===== config.mk =====
export PLATFORM = sky130hd
export DESIGN_NAME = full_adder
export DESIGN_NICKNAME = d
export VERILOG_FILES = /design/src/rtl/fa_cell.sv /design/src/rtl/full_adder.sv
export SDC_FILE = /design/constraint.sdc
export NUM_CORES = 1
export LEC_CHECK = 0
export ABC_CLOCK_PERIOD_IN_PS = 830
export CAP_MARGIN = 25
export CELL_PAD_IN_SITES_DETAIL_PLACEMENT = 1
export CELL_PAD_IN_SITES_GLOBAL_PLACEMENT = 1
export CORE_AREA = 4 4 41 43
export DETAILED_ROUTE_END_ITERATION = 12
export DIE_AREA = 0 0 45 47
export HOLD_SLACK_MARGIN = 0.12
export PLACE_DENSITY = 0.48
export RECOVER_POWER = 25
export SLEW_MARGIN = 10
export SYNTH_ARGS = -nofsm -noshare
export SYNTH_HDL_FRONTEND = slang
export SYNTH_HIERARCHICAL = 1
export SYNTH_SLANG_ARGS = --single-unit

===== constraint.sdc =====
create_clock -name clk -period 0.83 [get_ports clk]
set_clock_uncertainty 0.05 [all_clocks]
set_input_delay 0.083 -clock clk [delete_from_list [all_inputs] [get_ports clk]]
set_output_delay 0.083 -clock clk [all_outputs]
set_load 0.01 [all_outputs]

===== src/rtl/fa_cell.sv =====
// One-bit full adder cell: the leaf of the ripple chain inside full_adder.
`timescale 1ns/1ps
module fa_cell (
  input  logic a,
  input  logic b,
  input  logic cin,
  output logic sum,
  output logic cout
);

  logic p;

  // The propagate term is shared between the sum and the carry.
  assign p    = a ^ b;
  assign sum  = p ^ cin;
  assign cout = (a & b) | (cin & p);

endmodule


===== src/rtl/full_adder.sv =====
// Ripple-carry adder built from fa_cell.
// The combinational sum/cout come with a registered, valid-qualified copy.
`timescale 1ns/1ps
module full_adder #(
  parameter int WIDTH = 1
) (
  input  logic             clk,
  input  logic             rst,
  input  logic [WIDTH-1:0] a,
  input  logic [WIDTH-1:0] b,
  input  logic             cin,
  input  logic             in_valid,
  output logic [WIDTH-1:0] sum,
  output logic             cout,
  output logic [WIDTH-1:0] sum_q,
  output logic             cout_q,
  output logic             out_valid
);

  logic [WIDTH:0] carry;

  assign carry[0] = cin;

  for (genvar i = 0; i < WIDTH; i++) begin : g_cell
    fa_cell u_cell (
      .a    (a[i]),
      .b    (b[i]),
      .cin  (carry[i]),
      .sum  (sum[i]),
      .cout (carry[i+1])
    );
  end

  assign cout = carry[WIDTH];

  // Reset outranks in_valid, so a capture requested during reset is dropped.
  always_ff @(posedge clk) begin
    if (rst) begin
      sum_q     <= '0;
      cout_q    <= 1'b0;
      out_valid <= 1'b0;
    end else begin
      out_valid <= in_valid;
      if (in_valid) begin
        sum_q  <= sum;
        cout_q <= cout;
      end
    end
  end

endmodule


**Run 1: routed metal, one colour a layer**

The bar under the picture is 10 um long.
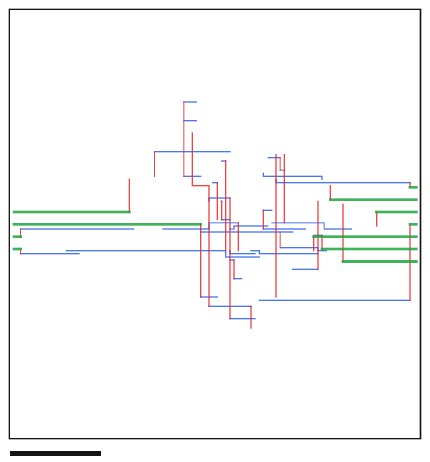
legend:
  red:
    layer: metal 2
    wire_length: 138 um
  green:
    layer: metal 3
    wire_length: 79.3 um
  blue:
    layer: metal 1
    wire_length: 168 um

**Run 1: clock distribution**

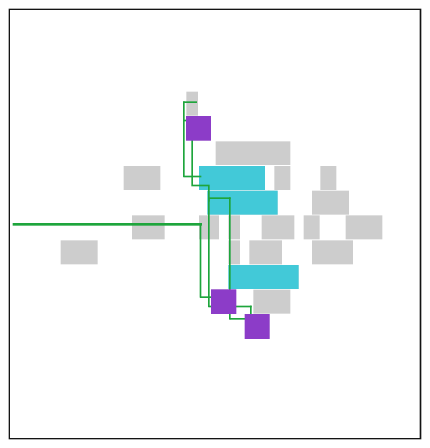
legend:
  green:
    item: clock wires
    length: 89.6 um
  purple:
    item: clock drivers
    count: 3
  cyan:
    item: flip-flops
    count: 3
routed clock nets: 4
Clk network pwr share: 0.489
Late-Pin Clk Latency: 230 ps

==> summary.txt, run 1 <==
status: finished with violations
failing checks: setup timing
Inserted Diodes: 0
CP arrival: 860 ps
share of layout cells above drive strength 1: 0.6087
RSZ-0062 raised after global routing: true
fin. max-slew vios: 0
Slew HR: 0.9174
Remaining Overflow, GRT: 0
Endpoint, Worst Hold: out_valid
count of buffers inserted at the top-level ports: 10
total die area: 0.002115 sq mm
post-synthesis cell type count: 5
vias per cell: 3.000
Hold Path Class: in2reg
placed cell area: 235.2 sq um
wire per inst: 10.13 um
Final Hold Fails: 0
largest net degree at the start of global routing: 4
io pins: 11
Clock Sink Count: 3
power share of the combinational group: 0.203
fin worst setup slack: -160.1 ps
TNS Setup: -174.2 ps
Placement Setup Slack: -959.4 ps
ys cells: 9
CTS tree: built
hold_sp: in_valid
Crit Path Max Fanout: 2
First DRT Iteration DRCs: 2
global-route wire length before repair: 607 um
routability cong.: 0.7486
Final #Nets: 31
Die X: 45 um
Setup crit start kind: input port
ao+oa area frac: 0
worst slew pin tran: 120.5 ps
root buffer cell: clkbuf_4
Ys Warns: 6
CP cell instances: buf_6, fa_2, buf_6
Int Pwr: 0.0004027 W
Clk pin slew, worst setup/hold paths: 40 ps
total CTS buffers: 3
slowest stage delay, CP: 580 ps
DRC: 0
CP max-delay cell: fa_2
DIE HEIGHT: 47 um
CTS max path bufs: 2
initial antenna violation count: 0
Post-synth seq share: 0.5275
Synthesized registers: 3
cell leakage power: 0.1259 nW
Via Count: 114
synthesis area per yosys: 113.9 sq um
placed cell count: 34
syn_nets: 16
Basic Gates by Area: 0.1209
Top cell excl fill/tap: buf_6
Critical Path RT: 700 ps
Largest logic family: adder cells
WHS: 136.1 ps
Worst VDD drop: 0.4150 mV
post-synthesis instance total: 9
flop2flop setup slack: 180 ps
Synth mux share: 0.1758
CTS Hold Bufs: 0
pwr/cell area: 2041 mW/mm^2
H-Tree Depth: 1
DRT Pass-1 Iters: 2
Max-area cell share: 0.5275
most frequent cell on the critical path: buf_6
vias in the first global route: 137
Synth Area per Inst: 12.65 sq um
Worst Reg-to-Reg Cells: 2
hold depth: 2
most common logic cells in the final layout: 5 x buf_6, 3 x clkbuf_4, 3 x buf_2
XOR Share, Synth: 0
drt total wl: 385 um
top cells by area: dfxtp_1 53%, fa_1 18%, mux2i_1 18%, nor2_1 6.6%, nor2b_1 5.5%
CP Class: in2out
OpenROAD warning count: 29
final cell count without fillers: 38
switching fraction of total power: 0.2345
ANT nets after route: 0
fmax: 1.010 GHz
# setup viols final: 2
reg2reg end: cout_q
Max Cap Viol: 0
Seq pwr share: 0.308
Tot GR Track Use: 0.05063
Adder-Cell Fraction of Synth Area: 0.1758
Tcrit/Tclk final: 1.193
Pwr Total: 0.0005260 W
fp_density: 0.08750
Post-Syn Area: 113.9 sq um
crit path capture type: primary output
worst r2r src: cout_q
cell type with the largest total area: dfxtp_1
Area Growth Syn to Fin: 126.4%
Final min period: 990.1 ps
Sw Pwr: 0.0001234 W
**Run 1: port wiring**

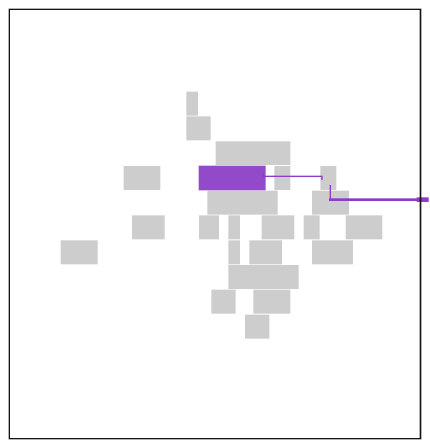
legend:
  purple:
    port: `out_valid`
    bits: 1
    direction: output
    edge: right
    end_cells: 1
    buffers: 1
    wire: 18.1 um

**Run 1: placed cells, one colour a class**

Fill, decap, tap and diode cells in grey.
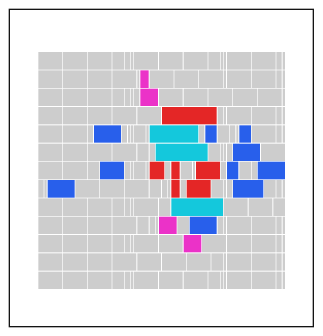
legend:
  cyan:
    class: flops
    cells: 3
  red:
    class: combinational and other logic
    cells: 6
  blue:
    class: other buffers and delay cells
    cells: 10
  magenta:
    class: clock drivers and dummy loads
    cells: 4
area of the core: 0.001301 sq mm
FP Rows: 13
Util after Layout: 0.1981
sequential portion of the cell area: 0.2427
post-route cell area: 257.7 sq um

## run 1: routing by layer
| metal | up-vias | wire (um) | GRT usage |
|---|---|---|---|
| li1 | 56 | - | - |
| met1 | 47 | 167 | 0.04110 |
| met2 | 11 | 138 | 0.05367 |
| met3 | 0 | 79 | 0.05747 |
| met4 | 0 | 0 | 0.07018 |
| met5 | - | 0 | 0 |
## run 1: Yosys cell counts (all sizes together)
library cell and n:
nor2b 1, dfxtp 3, mux2i 2, fa 1, nor2 2
## run 1: power groups by stage
stage	Combinational, W	Sequential [W]	Clock, W
2_1_floorplan	0.0000338	0.000167	0
3_3_place_gp	0.000111	0.000162	0
3_5_place_dp	0.000113	0.000162	0
4_1_cts	0.000105	0.000160	0.000272
5_1_grt	0.000116	0.000163	0.000289
6_report	0.000107	0.000162	0.000257
## run 1: critical path: cells and delay by family
kind                     cells  cell delay (ps)
buffers and inverters        2              190
adder cells (fa/ha/maj)      1              580
## run 1: worst max-delay path by stage
stage	startpoint	to	slack (ps)	cells past startpoint
2_1_floorplan	a	sum_q	-90	3
6_report	a	sum	-160	3
3_3_place_gp	a	sum	-960	3
5_1_grt	a	sum	-170	3
4_1_cts	a	sum	-170	3
3_5_place_dp	a	sum	-960	3
## run 1: layout make-up
type                    count  area (sq um)
multi-input cells           6         56.30
well taps                  15         18.77
fillers                   159          1044
clock buffers               4         26.28
flip-flops and latches      3         62.56
repair buffers             10         93.84
## run 1: state kept, by name, summed over array words and instances, names as in the netlist
signal     flops
out_valid      1
cout_q         1
sum_q          1
## run 1: what timing repair did
action	in CTS	in global routing
endpoints found under the setup margin	7	5
gates resized	36	4
pin swaps	1	0
buffers inserted	0	0
cloned	0	0
==> run 1 -> run 2 <==
GPL_TIMING_DRIVEN = 0   (was default)
**Run 2: placed cells, one colour a class**

Fill, decap, tap and diode cells in grey.
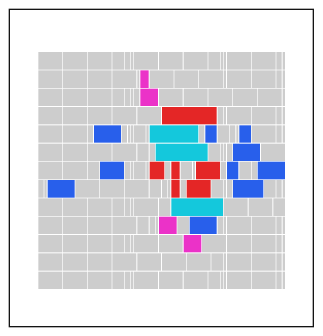
legend:
  magenta:
    class: clock drivers and dummy loads
    cells: 4
  cyan:
    class: flops
    cells: 3
  blue:
    class: other buffers and delay cells
    cells: 10
  red:
    class: combinational and other logic
    cells: 6

==> summary.txt, run 2 <==
Clk pin slew, worst setup/hold paths: 40 ps (about the same)
Remaining Overflow, GRT: 0 (unchanged)
placed cell area: 235.2 sq um (unchanged)
Inserted Diodes: 0 (unchanged)
CP cell instances: buf_6, fa_2, buf_6 (unchanged)
EDFF count, synth: 0 (unchanged)
CP max-delay cell: fa_2 (unchanged)
crit path capture type: primary output (unchanged)
vias in the first global route: 137 (unchanged)
hold depth: 2 (unchanged)
Critical Path Sink: sum (unchanged)
DRT Pass-1 Iters: 2 (unchanged)
total die area: 0.002115 sq mm (unchanged)
final cell count without fillers: 38 (unchanged)
Setup crit start kind: input port (unchanged)
Max-area cell share: 0.5275 (unchanged)
share of layout cells above drive strength 1: 0.6087 (unchanged)
Seq pwr share: 0.308 (about the same)
H-Tree Depth: 1 (unchanged)
Crit Path Max Fanout: 2 (unchanged)
status: finished with violations (unchanged)
most frequent cell on the critical path: buf_6 (unchanged)
Clk network pwr share: 0.489 (about the same)
met2 usage: 0.05367 (unchanged)
CP arrival: 860 ps (about the same)
Post-Syn Area: 113.9 sq um (unchanged)
Synthesized registers: 3 (unchanged)
ys cells: 9 (unchanged)
CP Class: in2out (unchanged)
Synth Area per Inst: 12.65 sq um (unchanged)
count of buffers inserted at the top-level ports: 10 (unchanged)
Max Cap Viol: 0 (unchanged)
Slew HR: 0.9174 (unchanged)
fin worst setup slack: -160.1 ps (unchanged)
largest net degree at the start of global routing: 4 (unchanged)
worst slew pin tran: 120.5 ps (unchanged)
cell type with the largest total area: dfxtp_1 (unchanged)
initial antenna violation count: 0 (unchanged)
area of the core: 0.001301 sq mm (unchanged)
Final Hold Fails: 0 (unchanged)
cell leakage power: 0.1259 nW (unchanged)
root buffer cell: clkbuf_4 (unchanged)
global-route wire length before repair: 607 um (unchanged)
Synth top cells by count: 3 x dfxtp_1, 2 x mux2i_1, 2 x nor2_1 (unchanged)
DRC: 0 (unchanged)
Crit. Startpoint: a (unchanged)
DIE HEIGHT: 47 um (unchanged)
Top cell excl fill/tap: buf_6 (unchanged)
CTS tree: built (unchanged)
pwr/cell area: 2041 mW/mm^2 (unchanged)
fmax: 1.010 GHz (unchanged)
Pwr Total: 0.0005260 W (unchanged)
# setup viols final: 2 (unchanged)
hold_sp: in_valid (unchanged)
Placement Setup Slack: -959.4 ps (unchanged)
most common logic cells in the final layout: 5 x buf_6, 3 x clkbuf_4, 3 x buf_2 (unchanged)
CTS max path bufs: 2 (unchanged)
Clock Sink Count: 3 (unchanged)
Critical Path RT: 700 ps (about the same)
Endpoint, Worst Hold: out_valid (unchanged)
Util after Layout: 0.1981 (unchanged)
Int Pwr: 0.0004027 W (unchanged)
Final min period: 990.1 ps (unchanged)
total CTS buffers: 3 (unchanged)
power share of the combinational group: 0.203 (about the same)
flop2flop setup slack: 180 ps (about the same)
Ys Warns: 6 (unchanged)
wire per inst: 10.13 um (unchanged)
vias per cell: 3.000 (unchanged)
Area Growth Syn to Fin: 126.4% (unchanged)
biggest registers after layout: cout_q: 1 flops, out_valid: 1 flops, sum_q: 1 flops (unchanged)
fp_density: 0.08750 (unchanged)
Die X: 45 um (unchanged)
failing checks: setup timing (unchanged)
OpenROAD warning count: 29 (unchanged)
top cells by area: dfxtp_1 53%, fa_1 18%, mux2i_1 18%, nor2_1 6.6%, nor2b_1 5.5% (unchanged)
fin. max-slew vios: 0 (unchanged)
GRT Max-Usage Layer: met4 (unchanged)
Final #Nets: 31 (unchanged)
io pins: 11 (unchanged)
placed cell count: 34 (unchanged)
reg2reg end: cout_q (unchanged)
Post-synth seq share: 0.5275 (unchanged)
Async SR Flop Fraction: 0 (unchanged)
Tcrit/Tclk final: 1.193 (unchanged)
routability cong.: 0.7490 (was 0.7486)
-- run 2: cell counts after synthesis --
Identical to the previous run, type by type.
-- run 2: final cells by class --
type | instances | area, sq um
Timing Repair Buffer | 10 | 93.84
Clock buffer | 4 | 26.28
Fill cell | 159 | 1044
Sequential cell | 3 | 62.56
Multi-Input combinational cell | 6 | 56.30
Tap cell | 15 | 18.77
-- run 2: critical path: cells and delay by family --
kind,cells,cell delay [ps]
fa+ha+maj,1,580
buf+inv,2,190
-- run 2: stage by stage --
step	hold WS, ps	TNS (ps)
after floorplan	104.6	-93.05
after global placement	429.6	-3184
after detailed placement	440.4	-3214
after CTS	274.0	-192.5
after global routing	159.1	-207.6
final	136.1	-174.2
-- run 2: timing repair --
item	CTS	global route
gates resized	36	4
endpoints found under the setup margin	7	5
pin swaps	1	0
-- run 2: logic make-up (layout without fill, tap and decap cells) --
| family | count (synthesis) | count (layout) | share of synthesized area |
|---|---|---|---|
| adder cells (fa/ha/maj) | 1 | 1 | 0.1758 |
| buffers and inverters | 0 | 14 | 0 |
| flip-flops | 3 | 3 | 0.5275 |
| multiplexers | 2 | 2 | 0.1758 |
| AND/OR/NAND/NOR | 3 | 3 | 0.1209 |
-- run 2: metal layers --
metal / part of all wire / wire length (um)
met5: 0 / 0
met4: 0 / 0
met3: 0.21 / 79
met2: 0.36 / 138
met1: 0.43 / 167
-- run 2: power groups by stage --
stage / Clock (W) / Combinational [W] / Sequential [W]
after detailed placement: 0 / 0.000113 / 0.000162
after CTS: 0.000272 / 0.000105 / 0.000160
after global routing: 0.000289 / 0.000116 / 0.000163
after global placement: 0 / 0.000111 / 0.000162
after floorplan: 0 / 0.0000338 / 0.000167
final: 0.000257 / 0.000107 / 0.000162
Power and IR drop assume default switching activity.
